`src/rtl/sgpr_pkg.sv`:
```
// Shared types and helpers for the SGPR write path: request layout, widths and
// the write/read overlap test used by the RAW-hazard query.
package sgpr_pkg;

    localparam int NUM_WAVES   = 16;
    localparam int WAVE_ID_W   = $clog2(NUM_WAVES);
    localparam int SGPR_ADDR_W = 7;

    typedef struct packed {
        logic [WAVE_ID_W-1:0]   wave_id;
        logic [SGPR_ADDR_W-1:0] addr;
        logic [63:0]            data;
        logic [1:0]             dword_en;
    } sgpr_req_t;

    localparam int SGPR_REQ_SIZE = $bits(sgpr_req_t);

    // Dword 1 lands at addr+1; the top-index wrap is never issued by software.
    function automatic logic sgpr_req_covers(input sgpr_req_t req,
                                             input logic [WAVE_ID_W-1:0] wave,
                                             input logic [SGPR_ADDR_W-1:0] addr);
        logic [SGPR_ADDR_W-1:0] hi_addr;
        hi_addr = req.addr + SGPR_ADDR_W'(1'b1);
        return (req.wave_id == wave) &&
               ((req.dword_en[0] && (req.addr == addr)) ||
                (req.dword_en[1] && (hi_addr == addr)));
    endfunction

endpackage

```
`src/rtl/decoupled_intr.sv`:
```
// Generic valid/ready handshake carrying a flat payload of W bits.
interface decoupled_intr #(
    parameter int W = 8
);
    logic         valid;
    logic         ready;
    logic [W-1:0] data;

    modport master (output valid, output data, input ready);
    modport slave  (input valid, input data, output ready);
endinterface

```
`src/rtl/sgpr_wr_fifo.sv`:
```
// Synchronous circular-buffer FIFO with extra pointer MSB for full/empty, and a
// flat view of every slot plus its occupancy bit for associative lookups.
module sgpr_wr_fifo #(
    parameter int DEPTH = 4,
    parameter int W     = 8
) (
    input  logic                     clk,
    input  logic                     rst_n,
    input  logic                     push,
    input  logic [W-1:0]             push_data,
    input  logic                     pop,
    output logic [W-1:0]             pop_data,
    output logic                     full,
    output logic                     empty,
    output logic [$clog2(DEPTH):0]   count,
    output logic [DEPTH*W-1:0]       entries,
    output logic [DEPTH-1:0]         valids
);
    localparam int AW = $clog2(DEPTH);

    logic [W-1:0] mem_r [DEPTH];
    logic [AW:0]  wr_ptr_r;
    logic [AW:0]  rd_ptr_r;
    logic         do_push_s;
    logic         do_pop_s;

    assign count     = wr_ptr_r - rd_ptr_r;
    assign empty     = (wr_ptr_r == rd_ptr_r);
    assign full      = (wr_ptr_r[AW] != rd_ptr_r[AW]) && (wr_ptr_r[AW-1:0] == rd_ptr_r[AW-1:0]);
    assign do_push_s = push && !full;
    assign do_pop_s  = pop && !empty;
    assign pop_data  = mem_r[rd_ptr_r[AW-1:0]];

    // Pointer update; wraps naturally modulo 2*DEPTH.
    always_ff @(posedge clk) begin
        if (!rst_n) begin
            wr_ptr_r <= '0;
            rd_ptr_r <= '0;
        end else begin
            if (do_push_s) wr_ptr_r <= wr_ptr_r + (AW+1)'(1'b1);
            if (do_pop_s)  rd_ptr_r <= rd_ptr_r + (AW+1)'(1'b1);
        end
    end

    // Slot storage; stale slots are masked by valids so no reset is needed.
    always_ff @(posedge clk) begin
        if (do_push_s) mem_r[wr_ptr_r[AW-1:0]] <= push_data;
    end

    for (genvar g = 0; g < DEPTH; g++) begin : g_flat
        assign entries[g*W +: W] = mem_r[g];
    end

    // A slot is live when its distance from the read pointer is below occupancy.
    always_comb begin
        logic [AW-1:0] off_s;
        off_s  = '0;
        valids = '0;
        for (int i = 0; i < DEPTH; i++) begin
            off_s     = AW'(i) - rd_ptr_r[AW-1:0];
            valids[i] = ({1'b0, off_s} < count);
        end
    end

endmodule

```
`src/rtl/sgpr_wr_ctrl.sv`:
```
// SGPR write controller: buffers SALU write requests, drains them in order
// through a registered bank port, and answers RAW-hazard queries.
module sgpr_wr_ctrl
    import sgpr_pkg::*;
#(
    parameter int DEPTH = 4
) (
    input  logic                     clk,
    input  logic                     rst_n,
    decoupled_intr.slave             sgpr_wr_req,
    output logic                     bank_wr_valid,
    input  logic                     bank_wr_ready,
    output logic [WAVE_ID_W-1:0]     bank_wr_wave,
    output logic [SGPR_ADDR_W-1:0]   bank_wr_addr,
    output logic [63:0]              bank_wr_data,
    output logic [1:0]               bank_wr_dword_en,
    input  logic [WAVE_ID_W-1:0]     hz_query_wave,
    input  logic [SGPR_ADDR_W-1:0]   hz_query_addr,
    output logic                     hz_busy,
    output logic [$clog2(DEPTH)+1:0] pending_cnt,
    output logic                     idle
);
    localparam int CW = $clog2(DEPTH) + 2;

    sgpr_req_t                   in_req_s;
    sgpr_req_t                   head_s;
    sgpr_req_t                   out_req_r;
    logic                        out_vld_r;
    logic                        fifo_full_s;
    logic                        fifo_empty_s;
    logic                        fifo_push_s;
    logic                        load_s;
    logic [$clog2(DEPTH):0]      fifo_count_s;
    logic [DEPTH*SGPR_REQ_SIZE-1:0] fifo_entries_s;
    logic [DEPTH-1:0]            fifo_valids_s;
    logic                        hz_s;

    assign in_req_s          = sgpr_req_t'(sgpr_wr_req.data);
    assign sgpr_wr_req.ready = !fifo_full_s;
    // Empty-enable requests are acknowledged but never enter the queue.
    assign fifo_push_s       = sgpr_wr_req.valid && !fifo_full_s && (|in_req_s.dword_en);
    assign load_s            = !fifo_empty_s && (!out_vld_r || bank_wr_ready);

    sgpr_wr_fifo #(
        .DEPTH (DEPTH),
        .W     (SGPR_REQ_SIZE)
    ) u_fifo (
        .clk       (clk),
        .rst_n     (rst_n),
        .push      (fifo_push_s),
        .push_data (in_req_s),
        .pop       (load_s),
        .pop_data  (head_s),
        .full      (fifo_full_s),
        .empty     (fifo_empty_s),
        .count     (fifo_count_s),
        .entries   (fifo_entries_s),
        .valids    (fifo_valids_s)
    );

    // Output register: refill from the head, clear when drained, hold while stalled.
    always_ff @(posedge clk) begin
        if (!rst_n) begin
            out_vld_r <= 1'b0;
            out_req_r <= '0;
        end else if (load_s) begin
            out_vld_r <= 1'b1;
            out_req_r <= head_s;
        end else if (bank_wr_ready) begin
            out_vld_r <= 1'b0;
        end
    end

    assign bank_wr_valid    = out_vld_r;
    assign bank_wr_wave     = out_req_r.wave_id;
    assign bank_wr_addr     = out_req_r.addr;
    assign bank_wr_data     = out_req_r.data;
    assign bank_wr_dword_en = out_req_r.dword_en;

    // Hazard OR-tree across live FIFO slots and the output register.
    always_comb begin
        hz_s = out_vld_r && sgpr_req_covers(out_req_r, hz_query_wave, hz_query_addr);
        for (int i = 0; i < DEPTH; i++) begin
            if (fifo_valids_s[i] &&
                sgpr_req_covers(sgpr_req_t'(fifo_entries_s[i*SGPR_REQ_SIZE +: SGPR_REQ_SIZE]),
                                hz_query_wave, hz_query_addr)) begin
                hz_s = 1'b1;
            end else begin
                hz_s = hz_s;
            end
        end
    end

    assign hz_busy     = hz_s;
    assign pending_cnt = {1'b0, fifo_count_s} + CW'(out_vld_r);
    assign idle        = (pending_cnt == CW'(1'b0));

endmodule

```
`src/flat_wrapper.sv`:
```
// flat-port wrapper written by rule: the top's interface ports become plain ports
module sgpr_wr_ctrl_flat import sgpr_pkg::*;
#(
    parameter int DEPTH = 4
)
  (clk, rst_n, bank_wr_valid, bank_wr_ready, bank_wr_wave, bank_wr_addr, bank_wr_data, bank_wr_dword_en, hz_query_wave, hz_query_addr, hz_busy, pending_cnt, idle, sgpr_wr_req_valid, sgpr_wr_req_data, sgpr_wr_req_ready);
  decoupled_intr #(.W(SGPR_REQ_SIZE)) sgpr_wr_req_i ();
  input  logic clk;
  input  logic rst_n;
  output logic bank_wr_valid;
  input  logic bank_wr_ready;
  output logic [WAVE_ID_W-1:0] bank_wr_wave;
  output logic [SGPR_ADDR_W-1:0] bank_wr_addr;
  output logic [63:0] bank_wr_data;
  output logic [1:0] bank_wr_dword_en;
  input  logic [WAVE_ID_W-1:0] hz_query_wave;
  input  logic [SGPR_ADDR_W-1:0] hz_query_addr;
  output logic hz_busy;
  output logic [$clog2(DEPTH)+1:0] pending_cnt;
  output logic idle;
  input wire logic [$bits(sgpr_wr_req_i.valid)-1:0] sgpr_wr_req_valid;
  input wire logic [$bits(sgpr_wr_req_i.data)-1:0] sgpr_wr_req_data;
  output wire logic [$bits(sgpr_wr_req_i.ready)-1:0] sgpr_wr_req_ready;
  assign sgpr_wr_req_i.valid = sgpr_wr_req_valid;
  assign sgpr_wr_req_i.data = sgpr_wr_req_data;
  assign sgpr_wr_req_ready = sgpr_wr_req_i.ready;
  sgpr_wr_ctrl #(.DEPTH(DEPTH)) u_core (.clk(clk), .rst_n(rst_n), .sgpr_wr_req(sgpr_wr_req_i), .bank_wr_valid(bank_wr_valid), .bank_wr_ready(bank_wr_ready), .bank_wr_wave(bank_wr_wave), .bank_wr_addr(bank_wr_addr), .bank_wr_data(bank_wr_data), .bank_wr_dword_en(bank_wr_dword_en), .hz_query_wave(hz_query_wave), .hz_query_addr(hz_query_addr), .hz_busy(hz_busy), .pending_cnt(pending_cnt), .idle(idle));
endmodule
```
`config.mk`:
```
export PLATFORM = sky130hd
export DESIGN_NAME = sgpr_wr_ctrl_flat
export DESIGN_NICKNAME = d
export VERILOG_FILES = /design/src/rtl/sgpr_pkg.sv /design/src/rtl/decoupled_intr.sv /design/src/rtl/sgpr_wr_fifo.sv /design/src/rtl/sgpr_wr_ctrl.sv /design/src/flat_wrapper.sv
export SDC_FILE = /design/constraint.sdc
export NUM_CORES = 1
export LEC_CHECK = 0
export CAP_MARGIN = 20
export CORE_MARGIN = 2
export CORE_UTILIZATION = 50
export CTS_CLUSTER_SIZE = 24
export DETAILED_ROUTE_END_ITERATION = 10
export GPL_TIMING_DRIVEN = 0
export PLACE_DENSITY = 0.72
export SETUP_SLACK_MARGIN = 0.02
export SLEW_MARGIN = 20
export SYNTH_ARGS = -nofsm -noshare
export SYNTH_HDL_FRONTEND = slang
export SYNTH_SLANG_ARGS = --single-unit
```
`constraint.sdc`:
```
create_clock -name clk -period 5.4 [get_ports clk]
set_input_delay 0.81 -clock clk [delete_from_list [all_inputs] [get_ports clk]]
set_output_delay 0.81 -clock clk [all_outputs]
set_load 0.03 [all_outputs]
```
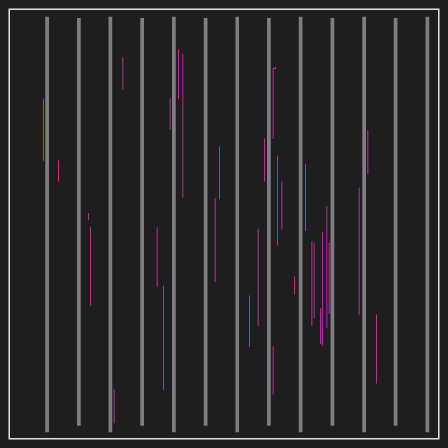
**Above:** metal 4.
Supply wires on this layer in gray.
18 nets have wire on it. The longest straight run is 61.2 um. The wires run mostly vertical. The layer holds 2.5% of the routed length.

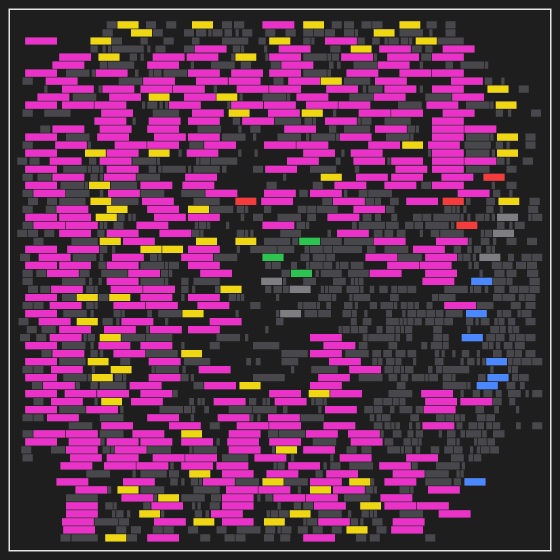
**Above:** sequential cells grouped by signal name.
Other sequential cells in the stronger gray, the rest of the logic in the fainter gray.
Blue marks u_core.bank_wr_addr, sequential cells 7. Yellow marks u_core.bank_wr_data, sequential cells 64. Green marks u_core.u_fifo.wr_ptr_r, sequential cells 3. Red marks u_core.bank_wr_wave, sequential cells 4. Magenta marks u_core.u_fifo.mem_r, sequential cells 308, where widely spread.
Another 6 sequential cells are not colored.

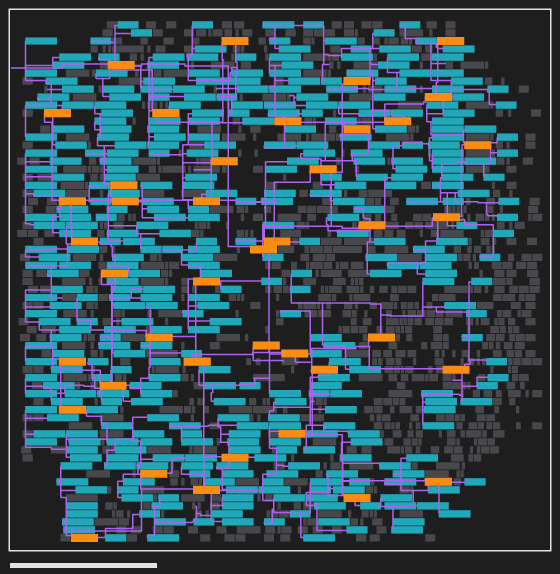
**Above:** clock distribution.
The bar under the picture is 50 um long.
Purple marks clock wires, length 4340 um. Orange marks clock-net drivers, count 41. Cyan marks flip-flops, count 392.
Position of the flops: widely spread.
power attributed to the clock group: 2.83 mW
clock network fraction of design power: 0.298
post-route clock skew: 0.0209 ns
worst skew pair latency: 0.52 ns

==> reports/summary.json <==
{
  "numCtsBuffers": 41,
  "floorplan.tapcells": 402,
  "seq_cells": 392,
  "regArea_um2": 10900,
  "place_hpwl_um": 23300,
  "layout_top_cell_excl_fill_tap": "edfxtp_1",
  "buffers_outside_the_clock_class": 231,
  "worst-endpoint-arrival_ns": 4.33,
  "synth_top_area_share": 0.576,
  "timing.final.crit_share": 0.952,
  "ys_sh_xor": 0.0492,
  "critical_path.most_common_cell": "clkbuf_2",
  "core_region_area_um2": 31600,
  "holdCritStartpoint": "u_core.bank_wr_data[4]",
  "synth.logic.top_family": "multiplexers",
  "detail_route.first_pass.iterations": 5,
  "drive_gt1_frac": 0.145,
  "n_multi_input_combinational_cell": 560,
  "post_synth_inst_count": 1022,
  "layout_top_cells_excl_fill_tap": "edfxtp_1, nand2_1, clkdlybuf4s50_1, dfxtp_1, a21boi_1",
  "globalRouteMet3Util": 0.0393,
  "layout.clock_buffers": 58,
  "share_of_synthesized_cell_area_in_and_or_and_or_and_compound_cells": 0.0560,
  "syn_area_per_cell_um2": 15.7,
  "nNetsFinal": 1349,
  "floorplan.core_util": 0.509,
  "post-synth-top-area-cell": "edfxtp_1",
  "cp_max_fo": 10,
  "timing_worst_slew_pin_value_ns": 0.923,
  "groute.usage.overall": 0.213,
  "outcome": "completed",
  "critical_path_buf_inv_count": 6
}
[report_power, final]
part / switching [mW] / leakage, nW / internal [mW] / total [mW]
Clock: 1.12 / 0.666 / 1.71 / 2.83
Sequential: 0.201 / 3.50 / 3.59 / 3.79
Combinational: 1.69 / 2.35 / 1.19 / 2.88
Total: 3.01 / 6.51 / 6.49 / 9.50
[registers in the layout, indices dropped and copies added (netlist names)]
register	cells
u_core.bank_wr_data	64
u_core.u_fifo.rd_ptr_r	3
u_core.u_fifo.mem_r	308
u_core.bank_wr_wave	4
u_core.bank_wr_valid	1
u_core.bank_wr_dword_en	2
u_core.bank_wr_addr	7
u_core.u_fifo.wr_ptr_r	3
Power is estimated from default activity; no workload was simulated.
